--- config.mk ---
export PLATFORM = sky130hd
export DESIGN_NAME = alu_interface
export DESIGN_NICKNAME = d
export VERILOG_FILES = /design/src/rtl/alu_interface_pkg.sv /design/src/rtl/alu_interface.sv
export SDC_FILE = /design/constraint.sdc
export NUM_CORES = 1
export LEC_CHECK = 0
export ABC_AREA = 1
export CAP_MARGIN = 20
export CORE_MARGIN = 4
export CORE_UTILIZATION = 42
export CTS_BUF_LIST = sky130_fd_sc_hd__clkbuf_4 sky130_fd_sc_hd__clkbuf_8
export CTS_CLUSTER_DIAMETER = 50
export DETAILED_ROUTE_END_ITERATION = 10
export PLACE_DENSITY = 0.78
export SYNTH_ARGS = -nofsm -noshare
export SYNTH_HDL_FRONTEND = slang
export SYNTH_SLANG_ARGS = --single-unit
--- constraint.sdc ---
create_clock -name clk -period 1.1 [get_ports clk]
set_input_delay 0.22 -clock clk [delete_from_list [all_inputs] [get_ports clk]]
set_output_delay 0.22 -clock clk [all_outputs]
set_load 0.01 [all_outputs]
--- src/rtl/alu_interface_pkg.sv ---
// Shared definitions for the UART-to-ALU sequencer: FSM state encoding and ALU opcodes.
package alu_interface_pkg;

   typedef enum logic [2:0] {
      ST_WAIT_A  = 3'd0,
      ST_WAIT_B  = 3'd1,
      ST_WAIT_OP = 3'd2,
      ST_EXEC    = 3'd3,
      ST_WAIT_TX = 3'd4
   } state_t;

   localparam logic [7:0] OP_ADD = 8'h20;
   localparam logic [7:0] OP_SUB = 8'h22;
   localparam logic [7:0] OP_AND = 8'h24;
   localparam logic [7:0] OP_OR  = 8'h25;
   localparam logic [7:0] OP_XOR = 8'h26;
   localparam logic [7:0] OP_SRA = 8'h03;
   localparam logic [7:0] OP_SRL = 8'h02;
   localparam logic [7:0] OP_NOR = 8'h27;

   // A received byte has nowhere to go while a result is being produced or sent.
   function automatic logic is_busy(input state_t s);
      return (s == ST_EXEC) || (s == ST_WAIT_TX);
   endfunction

endpackage

--- src/rtl/alu_interface.sv ---
// Collects A, B and opcode bytes from the receiver, latches the ALU result and hands it to the transmitter.
// Result appears two cycles after the opcode byte; bytes arriving while busy are dropped with an overrun pulse.
module alu_interface
   import alu_interface_pkg::*;
#(
   parameter int nb_data = 8
) (
   input  logic               clk,
   input  logic               reset,
   input  logic [nb_data-1:0] rx_data,
   input  logic               rx_done,
   input  logic [nb_data-1:0] alu_res,
   input  logic               tx_done,
   output logic [nb_data-1:0] dato_a,
   output logic [nb_data-1:0] dato_b,
   output logic [nb_data-1:0] op,
   output logic [nb_data-1:0] tx_data,
   output logic               tx_start,
   output logic               overrun
);

   state_t             state_q, state_d;
   logic [nb_data-1:0] dato_a_q, dato_a_d;
   logic [nb_data-1:0] dato_b_q, dato_b_d;
   logic [nb_data-1:0] op_q, op_d;
   logic [nb_data-1:0] tx_data_q, tx_data_d;
   logic               tx_start_q, tx_start_d;
   logic               overrun_q, overrun_d;

   always_comb begin
      state_d    = state_q;
      dato_a_d   = dato_a_q;
      dato_b_d   = dato_b_q;
      op_d       = op_q;
      tx_data_d  = tx_data_q;
      tx_start_d = 1'b0;
      overrun_d  = rx_done && is_busy(state_q);

      case (state_q)
         ST_WAIT_A: if (rx_done) begin
            dato_a_d = rx_data;
            state_d  = ST_WAIT_B;
         end
         ST_WAIT_B: if (rx_done) begin
            dato_b_d = rx_data;
            state_d  = ST_WAIT_OP;
         end
         ST_WAIT_OP: if (rx_done) begin
            op_d    = rx_data;
            state_d = ST_EXEC;
         end
         // Operands have been stable for a full cycle, so alu_res is settled here.
         ST_EXEC: begin
            tx_data_d  = alu_res;
            tx_start_d = 1'b1;
            state_d    = ST_WAIT_TX;
         end
         ST_WAIT_TX: if (tx_done) begin
            state_d = ST_WAIT_A;
         end
         default: state_d = ST_WAIT_A;
      endcase
   end

   always_ff @(posedge clk or posedge reset) begin
      if (reset) begin
         state_q    <= ST_WAIT_A;
         dato_a_q   <= '0;
         dato_b_q   <= '0;
         op_q       <= '0;
         tx_data_q  <= '0;
         tx_start_q <= 1'b0;
         overrun_q  <= 1'b0;
      end else begin
         state_q    <= state_d;
         dato_a_q   <= dato_a_d;
         dato_b_q   <= dato_b_d;
         op_q       <= op_d;
         tx_data_q  <= tx_data_d;
         tx_start_q <= tx_start_d;
         overrun_q  <= overrun_d;
      end
   end

   assign dato_a   = dato_a_q;
   assign dato_b   = dato_b_q;
   assign op       = op_q;
   assign tx_data  = tx_data_q;
   assign tx_start = tx_start_q;
   assign overrun  = overrun_q;

endmodule
Fig. 1: signal metal coverage by tile
Scale bar: 20 µm. 14 x 14 tiles, from dark blue (low) to red (high), scaled to the fullest tile. Values are wire area over tile area, all layers added.
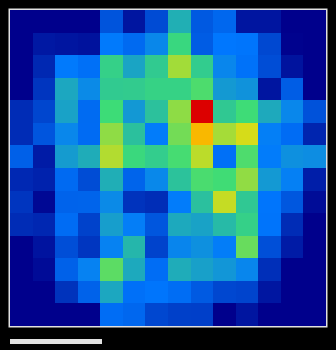
16% of the tiles are nearly empty. The fullest tile reaches 0.63. 11% of the tiles are over half the peak. The densest ninth of the die: centre. The mean over all tiles is 0.15.

Fig. 2: register map, names as in the netlist
Scale bar: 20 µm. Other sequential cells in the stronger grey, the rest of the logic in the fainter grey.
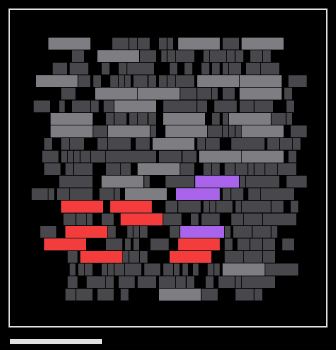
state_q: shown in purple, placed flops 3. tx_data: shown in red, placed flops 8.
Another 26 sequential cells are not coloured.

Fig. 3: clock wiring as the flow saved it
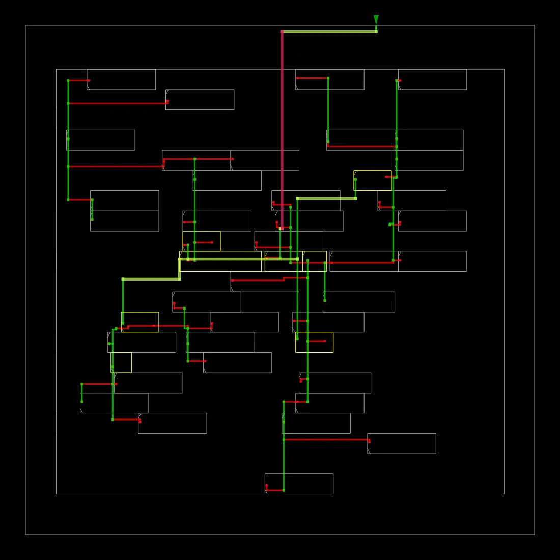
Fin Clk Skew: 0.01027 ns
clock sinks: 37
CTS Buf Count: 5
worst skew pair latency: 0.29 ns

Fig. 4: pin map
Scale bar: 20 µm. Pins as bars across the die edge, other pins in grey.
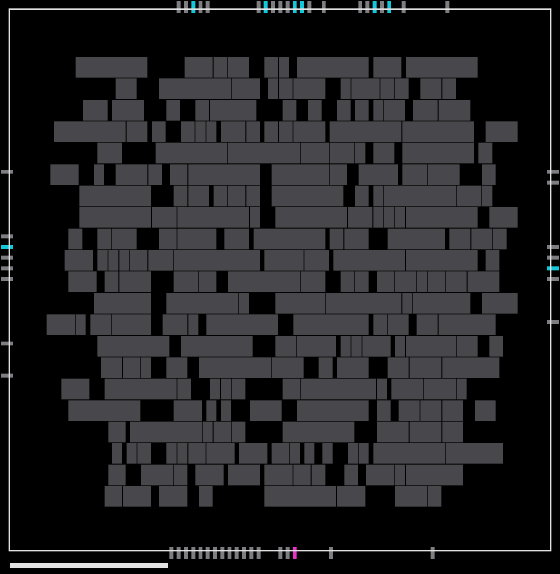
tx_start: shown in magenta, pins 1, direction output, edge south. op: shown in cyan, pins 8, direction output, edge 6 north, 1 east, 1 west.
All pins by edge: 21 north, 18 south, 8 west, 7 east.

Fig. 5: M1 wires
Scale bar: 20 µm.
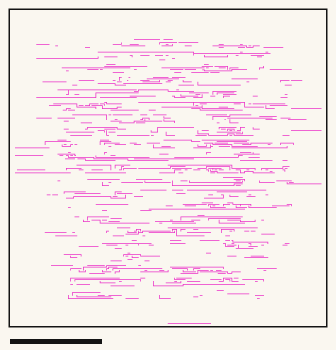
The longest straight run is 23.0 µm. The layer carries 1760 µm of wire.

==> results.tsv <==
metric	value	unit
placed cell area	0.002167	mm²
crit-path max cell delay	0.45	ns
vias in the first global route	1448	
Adders+Majority by Area	0	%
CP max FO	8	
final worst-path setup slack	-0.08587	ns
Top area cell types	dfrtp_1 (60%), nand2_1 (12%), o21ai_2 (9.1%)	
met1 wire length	1.755	mm
Sw Ratio	40.68	%
sequential share of cell area	36.21	%
final instance area	0.002567	mm²
Net Switching	3206	µW
tool warnings	28	
H-Tree Level Count	2	
# resized after CTS	161	
Total Power	7880	µW
Worst EP arrival	1.36	ns
WL per Instance	15.70	µm
fp util	44.60	%
yosys simple share	21.43	%
failing checks	negative setup slack	
cell class ranked first by area	registers	
Worst setup SP type	flip-flop	
number of multi-input logic gates	99	
Logic area	744.5	µm²
Flop Count	37	
count of final setup violators	26	
post-route insts no fill	288	
mean post-synth cell area	10.23	µm²
fraction of area in multi-input gates	29.00	%
die area	0.004687	mm²
number of fill cells in the layout	248	
final period utilization	107.8	%
Leak	0.001319	µW
status	complete, but fails checks	
Top Layout Cells	dfrtp_1 (34), buf_2 (34), nand2_1 (27)	
clk_buf instances	5	
dpl hpwl	2.734	mm
number of synthesized flops with an enable pin	0	
Cell Pwr Density	3069	mW/mm²
floorplan core area	0.003442	mm²
Reg2Reg Setup Slack	-0.09	ns
max_cap viols	0	
register clock-pin slew on the reported worst setup and hold paths	0.08	ns
setup repair bufs after CTS	16	
measured slew at the worst slew-check pin	0.1885	ns
Power figures rest on the tool's default switching activity, not on a simulated workload.
